[config.mk]
export PLATFORM = sky130hd
export DESIGN_NAME = sb_hazard_check
export DESIGN_NICKNAME = d
export VERILOG_FILES = /design/src/rtl/reg_scoreboard_checker_pkg.sv /design/src/rtl/reg_scoreboard_checker_sb_hazard_check.sv
export SDC_FILE = /design/constraint.sdc
export NUM_CORES = 1
export LEC_CHECK = 0
export ABC_CLOCK_PERIOD_IN_PS = 4450
export CAP_MARGIN = 30
export CELL_PAD_IN_SITES_DETAIL_PLACEMENT = 1
export CELL_PAD_IN_SITES_GLOBAL_PLACEMENT = 2
export CORE_ASPECT_RATIO = 1.75
export CORE_MARGIN = 2
export CORE_UTILIZATION = 24
export DETAILED_ROUTE_END_ITERATION = 10
export PLACE_DENSITY = 0.86
export SLEW_MARGIN = 20
export SYNTH_ARGS = -nofsm -noshare
export SYNTH_HDL_FRONTEND = slang
export SYNTH_SLANG_ARGS = --single-unit
[constraint.sdc]
create_clock -name vclk -period 4.45
set_input_delay 1.335 -clock vclk [all_inputs]
set_output_delay 1.335 -clock vclk [all_outputs]
set_load 0.02 [all_outputs]
[src/rtl/reg_scoreboard_checker_pkg.sv]
// Shared constants and types for the issue-side register scoreboard.
// Register count, index width and the stall watchdog FSM encoding live here.
package reg_scoreboard_checker_pkg;

   localparam int NUM_REGS  = 32;
   localparam int REG_IDX_W = 5;

   typedef enum logic [1:0] {
      RUN      = 2'd0,
      STALL    = 2'd1,
      DEADLOCK = 2'd2
   } state_t;

endpackage : reg_scoreboard_checker_pkg

[src/rtl/reg_scoreboard_checker_sb_hazard_check.sv]
// Combinational RAW/WAW hazard check against the busy flags.
// A writeback completing this cycle releases its register to the checker immediately.
module sb_hazard_check
   import reg_scoreboard_checker_pkg::*;
(
   input  logic [NUM_REGS-1:0]  busy_vec,
   input  logic                 wb_valid,
   input  logic [REG_IDX_W-1:0] wb_rd,
   input  logic [REG_IDX_W-1:0] issue_rs,
   input  logic [REG_IDX_W-1:0] issue_rt,
   input  logic                 issue_uses_rt,
   input  logic [REG_IDX_W-1:0] issue_rd,
   input  logic                 issue_writes_rd,
   input  logic                 flush,
   output logic                 issue_ready
);

   logic [NUM_REGS-1:0] wb_mask;
   logic [NUM_REGS-1:0] eff_busy;

   always_comb begin
      wb_mask = '0;
      if (wb_valid) begin
         wb_mask[wb_rd] = 1'b1;
      end
      eff_busy    = busy_vec & ~wb_mask;
      issue_ready = ~flush
                  & ~eff_busy[issue_rs]
                  & ~(issue_uses_rt & eff_busy[issue_rt])
                  & ~(issue_writes_rd & eff_busy[issue_rd]);
   end

endmodule : sb_hazard_check

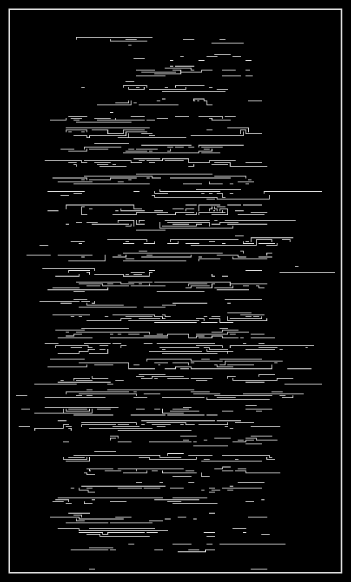
Figure 1: M1 wires.
nets with wire on the layer: 271
wire length on this layer: 2320 µm

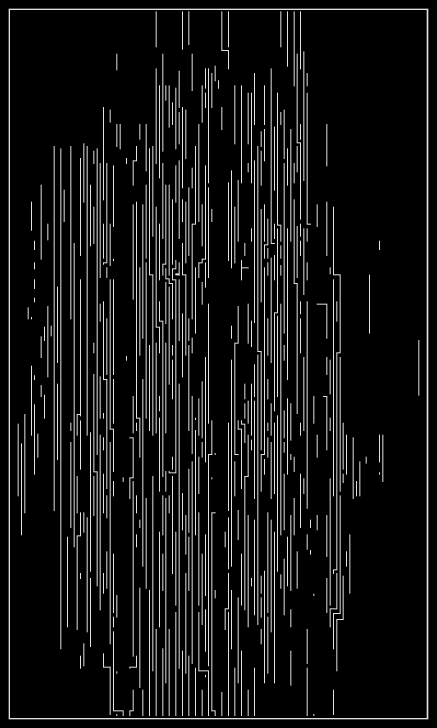
Figure 2: the metal 2 layer.
share of all routed wire: 57%
nets with wire on the layer: 284
longest straight run: 70.0 µm
main direction: vertical

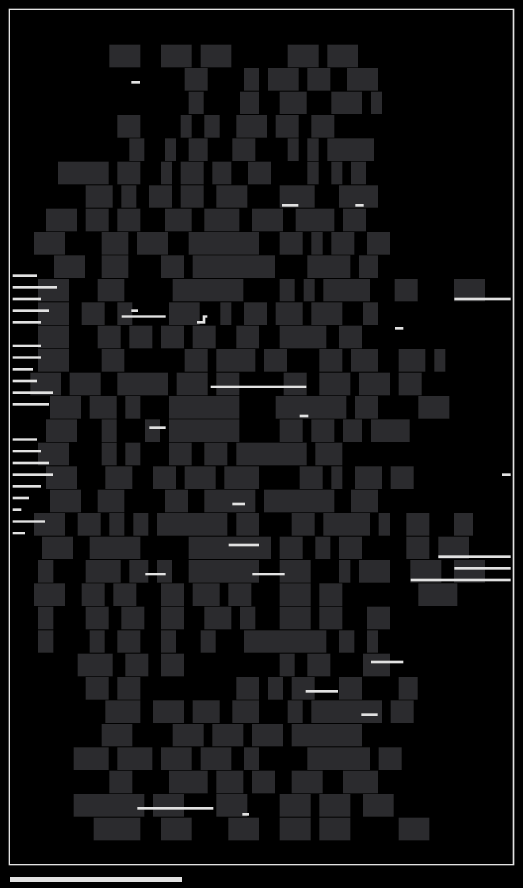
Figure 3: metal 3.
The bar under the picture is 20 µm long. Cells faint in the background.
wire length on this layer: 143 µm
share of all routed wire: 2.2%
main direction: horizontal
nets with wire on the layer: 35
via count: 1735
grt met3 use: 0.780%
DRT Wirelength: 6.51 mm

==> flow_summary_export.csv <==
group,metric,value,unit
die,ioPinCount,57,
die,dieArea,5790,µm²
finish,finalInstanceArea,2380,µm²
power,totalPowerFinal,0.000237,W
power,switching_share,42.3,%
logic_synthesis,top_area_cell,"mux4_2",
worst_setup_path,required,3.12,ns
timing,setup_viol,1,
place,post-place-cells,298,
logic_synthesis,avgSynthCellArea,8.75,µm²
finish,clockNetworkAreaShare,0,%
logic_synthesis,yosysWarnings,0,
logic_synthesis,synthesis.instances,142,
run_status,violations,"setup timing",
timing,tightest_slew,0.360,ns
finish,final_cell_mix,"buf_4, clkdlybuf4s50_1, o21ai_1",
timing,drv_slew,0,
finish,ff_count,0,
global_route,grt_pass1_vias,1967,
timing,finalWorstSetupSlack,-0.265,ns
worst_setup_path,timing_worst_setup_path_type,"input port to output pin",
finish,inv_count,2,
finish,seq_share,0,%
finish,n_antenna_cell,0,
finish,final_common_cell,"buf_4",
logic_synthesis,top_cells_by_area,"mux4_2, mux2i_1, mux4_1",
cts,ctsHoldBuffers,0,
worst_setup_path,worst_path_max_delay_cell,"mux4_2",
logic_synthesis,syn-cell-area,1240,µm²
die,rows,34,
power,intPower,0.000137,W
finish,final_util,47.8,%
timing,tns,-0.265,ns
timing,period_used_share,106,%
power,power_clock,0,W
logic_synthesis,yosysMostFrequentCell,"o21ai_1",
logic_synthesis,ys_area,1240,µm²
flow_run,cap_violations,0,
finish,area_delta_synth_final,91.5,%
run_status,status,"finished, violations left",
worst_setup_path,critPathArrivalTime,3.38,ns
logic_synthesis,ys_types,48,
drt,drc,0,
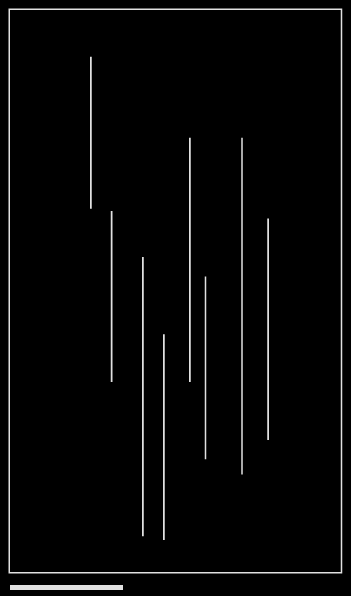
Figure 4: metal 4.
The bar under the picture is 20 µm long.
main direction: vertical
wire length on this layer: 314 µm

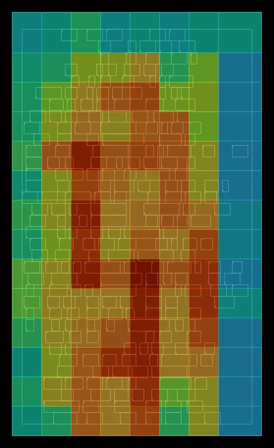
Figure 5: routing congestion map.
routed len/inst: 21.3 µm
gr usage total: 23.0%
GR met1 Demand/Resource: 24.3%

## metal layers
metal / global-route usage [%] / wire length, µm / vias up
met5: 0 / 0 / -
met4: 9.84 / 314 / 0
met3: 0.780 / 142 / 17
met2: 44.7 / 3730 / 46
met1: 24.3 / 2320 / 866
li1: - / - / 806
## cells by family (layout without fill, tap and decap cells)
| logic type | Yosys count | in the layout | synth area share, % |
|---|---|---|---|
| AND-OR/OR-AND | 57 | 57 | 30.8 |
| buffers and inverters | 13 | 122 | 7.96 |
| multiplexers | 30 | 30 | 40.8 |
| AND/OR/NAND/NOR | 42 | 42 | 20.4 |
## final timing paths
| check | start | to | depth (start not counted) |
|---|---|---|---|
| hold / removal | issue_writes_rd | issue_ready | 3 |
| setup / recovery | busy_vec[30] | issue_ready | 8 |
Power is estimated from default activity; no workload was simulated.
